## src/rtl/pipelined_prefix_adder.sv

```systemverilog
// WIDTH-bit Kogge-Stone adder/subtractor whose prefix levels are spread over
// STAGES register stages, with a valid/ready handshake on both ends.
module pipelined_prefix_adder #(
    parameter int WIDTH  = 16,
    parameter int STAGES = 2
) (
    input  logic             clk,
    input  logic             rst,
    input  logic             in_valid,
    output logic             in_ready,
    input  logic [WIDTH-1:0] term0,
    input  logic [WIDTH-1:0] term1,
    input  logic             cin,
    input  logic             sub,
    output logic             out_valid,
    input  logic             out_ready,
    output logic [WIDTH-1:0] sum,
    output logic             cout,
    output logic             ovf,
    output logic             zero
);
    localparam int L = $clog2(WIDTH);
    localparam int D = 1 << (L - 1);

    // Register boundary k (1..STAGES-1) sits after logical level cut_level(k).
    function automatic int cut_level(input int k);
        return (k * (L + 1)) / STAGES - 1;
    endfunction

    function automatic int stage_at(input int lvl);
        int r;
        r = -1;
        for (int k = 1; k < STAGES; k++)
            if (cut_level(k) == lvl) r = k - 1;
        return r;
    endfunction

    typedef struct packed {
        logic [WIDTH-1:0] g;
        logic [WIDTH-1:0] p;
        logic [WIDTH-1:0] raw;
        logic             c0;
        logic             sa;
        logic             sb;
    } pp_t;

    // Level 0: carry-in is folded into the bit-0 generate.
    pp_t              pre;
    logic [WIDTH-1:0] bm;
    always_comb begin
        bm       = sub ? ~term1 : term1;
        pre.c0   = cin ^ sub;
        pre.raw  = term0 ^ bm;
        pre.p    = pre.raw;
        pre.g    = term0 & bm;
        pre.g[0] = pre.g[0] | (pre.raw[0] & pre.c0);
        pre.sa   = term0[WIDTH-1];
        pre.sb   = bm[WIDTH-1];
    end

    // Handshake: a stage register loads whenever it is empty or its occupant
    // leaves this cycle (ld); it takes new data only when the stage before it
    // (or the input port) holds a valid op (fd). A transfer happens on any edge
    // where valid && ready. ld never depends on in_valid.
    genvar s, j;
    for (j = 1; j <= L; j++) begin : lv
        localparam int CS = stage_at(j - 1);
        pp_t s_in;
        if (CS >= 0) begin : from_reg
            assign s_in = hs[CS].dq.q;
        end else if (j == 1) begin : from_pre
            assign s_in = pre;
        end else begin : from_lvl
            assign s_in = lv[j-1].op.o;
        end

        if (j < L) begin : op
            localparam int DJ = 1 << (j - 1);
            localparam logic [WIDTH-1:0] LOWM = {WIDTH{1'b1}} >> (WIDTH - DJ);
            pp_t o;
            always_comb begin
                o   = s_in;
                o.g = s_in.g | (s_in.p & (s_in.g << DJ));
                o.p = s_in.p & ((s_in.p << DJ) | LOWM);
            end
        end
    end

    for (s = 0; s < STAGES; s++) begin : hs
        logic vq, ld, fd;
        if (s == STAGES - 1) begin : ld_last
            assign ld = ~vq | out_ready;
        end else begin : ld_mid
            assign ld = ~vq | hs[s+1].ld;
        end
        if (s == 0) begin : fd_in
            assign fd = in_valid;
        end else begin : fd_prev
            assign fd = hs[s-1].vq;
        end

        always_ff @(posedge clk) begin
            if (rst) vq <= 1'b0;
            else if (ld) vq <= fd;
        end

        if (s < STAGES - 1) begin : dq
            localparam int CL = cut_level(s + 1);
            pp_t q;
            if (CL == 0) begin : ld_pre
                always_ff @(posedge clk) if (ld && fd) q <= pre;
            end else begin : ld_lvl
                always_ff @(posedge clk) if (ld && fd) q <= lv[CL].op.o;
            end
        end
    end

    assign in_ready  = hs[0].ld;
    assign out_valid = hs[STAGES-1].vq;

    // Final prefix level plus sum and flags, feeding the output register.
    pp_t              f;
    logic [WIDTH-1:0] gf, carry, s_nx;
    logic             ovf_nx;
    always_comb begin
        f      = lv[L].s_in;
        gf     = f.g | (f.p & (f.g << D));
        carry  = {gf[WIDTH-2:0], f.c0};
        s_nx   = f.raw ^ carry;
        ovf_nx = ~(f.sa ^ f.sb) & (f.sa ^ s_nx[WIDTH-1]);
    end

    always_ff @(posedge clk) begin
        if (rst) begin
            sum  <= '0;
            cout <= 1'b0;
            ovf  <= 1'b0;
            zero <= 1'b0;
        end else if (hs[STAGES-1].ld && hs[STAGES-1].fd) begin
            sum  <= s_nx;
            cout <= gf[WIDTH-1];
            ovf  <= ovf_nx;
            zero <= ~|s_nx;
        end
    end
endmodule

```

## config.mk

```make
export PLATFORM = sky130hd
export DESIGN_NAME = pipelined_prefix_adder
export DESIGN_NICKNAME = d
export VERILOG_FILES = /design/src/rtl/pipelined_prefix_adder.sv
export SDC_FILE = /design/constraint.sdc
export NUM_CORES = 1
export LEC_CHECK = 0
export CORE_ASPECT_RATIO = 0.7
export CORE_MARGIN = 2
export CORE_UTILIZATION = 42
export DETAILED_ROUTE_END_ITERATION = 10
export HOLD_SLACK_MARGIN = 0.02
export PLACE_DENSITY = 0.67
export SLEW_MARGIN = 15
export SYNTH_ARGS = -nofsm -noshare
export SYNTH_HDL_FRONTEND = slang
export SYNTH_SLANG_ARGS = --single-unit
```

## constraint.sdc

```tcl
create_clock -name clk -period 2.47 [get_ports clk]
set_input_delay 0.494 -clock clk [delete_from_list [all_inputs] [get_ports clk]]
set_output_delay 0.494 -clock clk [all_outputs]
set_load 0.02 [all_outputs]
```

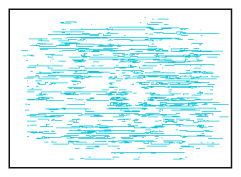
(metal 1)
Scale: 2 px per um.
nets with wire on the layer = 347
main direction = horizontal
longest straight run = 36.3 um
wire length on this layer = 3570 um
global-route met1 utilization: 0.247
Routed WL: 6820 um
via count: 2328

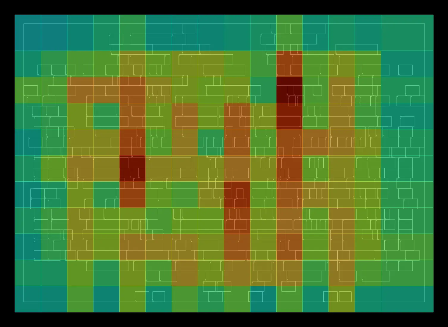
(routing congestion map)
Final Core Density: 0.561
total routing resource utilization after global routing: 0.169
final routed wire length divided by cell count: 15.0 um
met3 capacity usage during global routing: 0.0590
most heavily used metal layer in global routing: met1

==> flow_metrics.env <==
# yosys + openroad results
export IMPL_netlist_area_um2=3330
export IMPL_design_area_um2=4360
export IMPL_first_iter_violations=102
export IMPL_synth_edff_count=49
export IMPL_layout_clock_buffers=12
export IMPL_share_of_the_synthesized_netlist_area_taken_by_xor_and_xnor_gates=0.0684
export IMPL_min_path_cells=2
export IMPL_clock_sink_count=70
export IMPL_post_route_cells_drive_above_1_share=0.0789
export IMPL_synth_warnings=0
export IMPL_die_area_um2=8660
export IMPL_power_share_clock=0.361
export IMPL_rr_endpoint="zero"
export IMPL_hold_path_endpoint="sum[15]"
export IMPL_layout_cells_largest_class="registers"
export IMPL_cap_viol_max_count=0
export IMPL_die_w_um=110
export IMPL_mux_area_frac=0.00301
export IMPL_global_route_usage_met2=0.232
export IMPL_die_h_um=78.5
export IMPL_multiInputGateArea_um2=1390
export IMPL_pint_mw=2.39
export IMPL_worstSetupStartpointType="primary input"
export IMPL_worst_setup_path_type="in2out"
export IMPL_antenna_violations_before_repair=0
export IMPL_seqCellArea_um2=1890
export IMPL_netlist_top_cells_area="sky130_fd_sc_hd__edfxtp_1 44%, sky130_fd_sc_hd__dfxtp_1 13%, sky130_fd_sc_hd__ha_1 6.0%, sky130_fd_sc_hd__xor2_1 5.3%, sky130_fd_sc_hd__a21o_1 4.1%"
export IMPL_area_share_of_the_leading_cell_type_in_the_synthesized_netlist=0.442
export IMPL_initial_utilization=0.428
export IMPL_synth_adder_area_share=0.0602
export IMPL_cts_made_buffers=9
export IMPL_comb_power_mw=0.574
export IMPL_fmax_mhz=442
export IMPL_cp_slowest_stage_delay_ns=0.54
export IMPL_routabilityCongestion=0.767
export IMPL_placed_area_um2=4090
export IMPL_worstPathCellList="clkdlybuf4s50_1 -> nor2b_2 -> nand2_1 -> clkdlybuf4s50_1"
export IMPL_total_leakage_power_nw=1.73
export IMPL_worst_skew_pair_late_latency_ns=0.34
export IMPL_minimum_setup_slack_in_the_final_design_ns=0.208
export IMPL_syn_avg_cell_area_um2=11.8
export IMPL_pwr_share_seq=0.460
export IMPL_route_detailed_drc=0
export IMPL_regToRegSetupSlack_ns=0.44
export IMPL_clockNetworkPower_mw=1.16
export IMPL_maximum_fanout_count_along_the_critical_path=6
export IMPL_post_cts_resized=0
export IMPL_portBuffers=58
export IMPL_registers_top_by_ff_count="hs.dq.q"
export IMPL_vdd_ir_drop_max_mv=0.296
export IMPL_clock_tree_area_fraction=0.0615
export IMPL_worst_path_buf_inv=2
export IMPL_final_hold_worst_slack_ns=0.454
export IMPL_coreArea_um2=7770
export IMPL_power_density_nw_per_um2=738
export IMPL_diodes=0
export IMPL_critPathTopFamily="buffers and inverters"
export IMPL_worstPathArrival_ns=1.77
export IMPL_signal_buffers=64
export IMPL_postSynthSeqShare=0.568
export IMPL_result_of_the_run="completed"
export IMPL_grt_setup_unrepaired="false"
export IMPL_most_common_cell="sky130_fd_sc_hd__edfxtp_1"
export IMPL_final_antenna_net_count=0
export IMPL_detailedPlacementHpwl_um=4990
export IMPL_critical_path_endpoint_type="output pin"
export IMPL_finish_net_count=404
export IMPL_final_signal_inverter_count=5
export IMPL_crit_slowest_cell="sky130_fd_sc_hd__clkdlybuf4s50_1"
export IMPL_cp_startpoint="out_ready"
export IMPL_yosysTopAreaCell="sky130_fd_sc_hd__edfxtp_1"
export IMPL_first_global_vias=2180
export IMPL_netlist_logic_family_top="AND-OR/OR-AND gates"
export IMPL_reg2regPathDepth=6
export IMPL_stage_log_warnings=26
export IMPL_clock_skew_ns=0.00414
export IMPL_grt_first_pass_wirelength_um=10800
export IMPL_power_leader="registers"
export IMPL_power_frac_comb=0.178
export IMPL_cts_reportedPaths_clkPinSlew_ns=0.05
export IMPL_crit_reg2reg_launch="hs[0].dq.q[36]"
export IMPL_cts_max_path_buffers=2
export IMPL_tritoncts="built"
export IMPL_cts_root_buffer="sky130_fd_sc_hd__clkbuf_16"
export IMPL_ioPinCount=59
export IMPL_netlist_cell_type_count=46
export IMPL_cts_hold_buffers=0
export IMPL_min_path_type="reg2reg"
export IMPL_cell_type_with_the_highest_occurrence_count_on_the_critical_path="sky130_fd_sc_hd__clkdlybuf4s50_1"
export IMPL_net_switching_power_mw=0.826
export IMPL_wl_met3_um=438
export IMPL_cts_repair_timing_setup_buffer_count=0
export IMPL_tightest_slew_ns=0.353
export IMPL_fp_nets=337
export IMPL_timing_slew_headroom=0.764
export IMPL_detailedPlace_worstSlack_ns=0.108
export IMPL_routed_wl_met2_um=2690
export IMPL_via_per_inst=5.11
export IMPL_slew_viol_final=0
export IMPL_min_from="sum[15]"
export IMPL_worst_endpoint_required_ns=1.98
export IMPL_n_sequential_cell=70
export IMPL_yosys_top_cells_count="49 x sky130_fd_sc_hd__edfxtp_1, 30 x sky130_fd_sc_hd__nor2_1, 21 x sky130_fd_sc_hd__dfxtp_1, 20 x sky130_fd_sc_hd__a21oi_1, 20 x sky130_fd_sc_hd__xor2_1"
export IMPL_asyncSetResetFlopFracSynth=0
export IMPL_ys_flops=70
export IMPL_area_share_nonclk_buffers=0.152
export IMPL_finalSetupViolations=0
export IMPL_grt_max_degree=26
export IMPL_tapCellCount=101
export IMPL_globalRouteOverflowTotal=0
export IMPL_rows=27
export IMPL_fin_tns_setup_ns=0
export IMPL_area_share_sequential=0.434
export IMPL_num_multi_input_gates=200
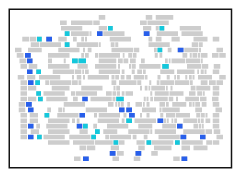
(logic cells by family)
Scale: 2 px per um.
XOR/XNOR gates -> blue  # cells 26, most used xor2_1, where spread over the die
AND-OR and OR-AND gates -> cyan  # cells 23, most used a21o_1
multi-input gate share of the layout cell area: 0.319
most common cell after layout, fill and taps aside: sky130_fd_sc_hd__clkdlybuf4s50_1
Non-Filler Instances: 456

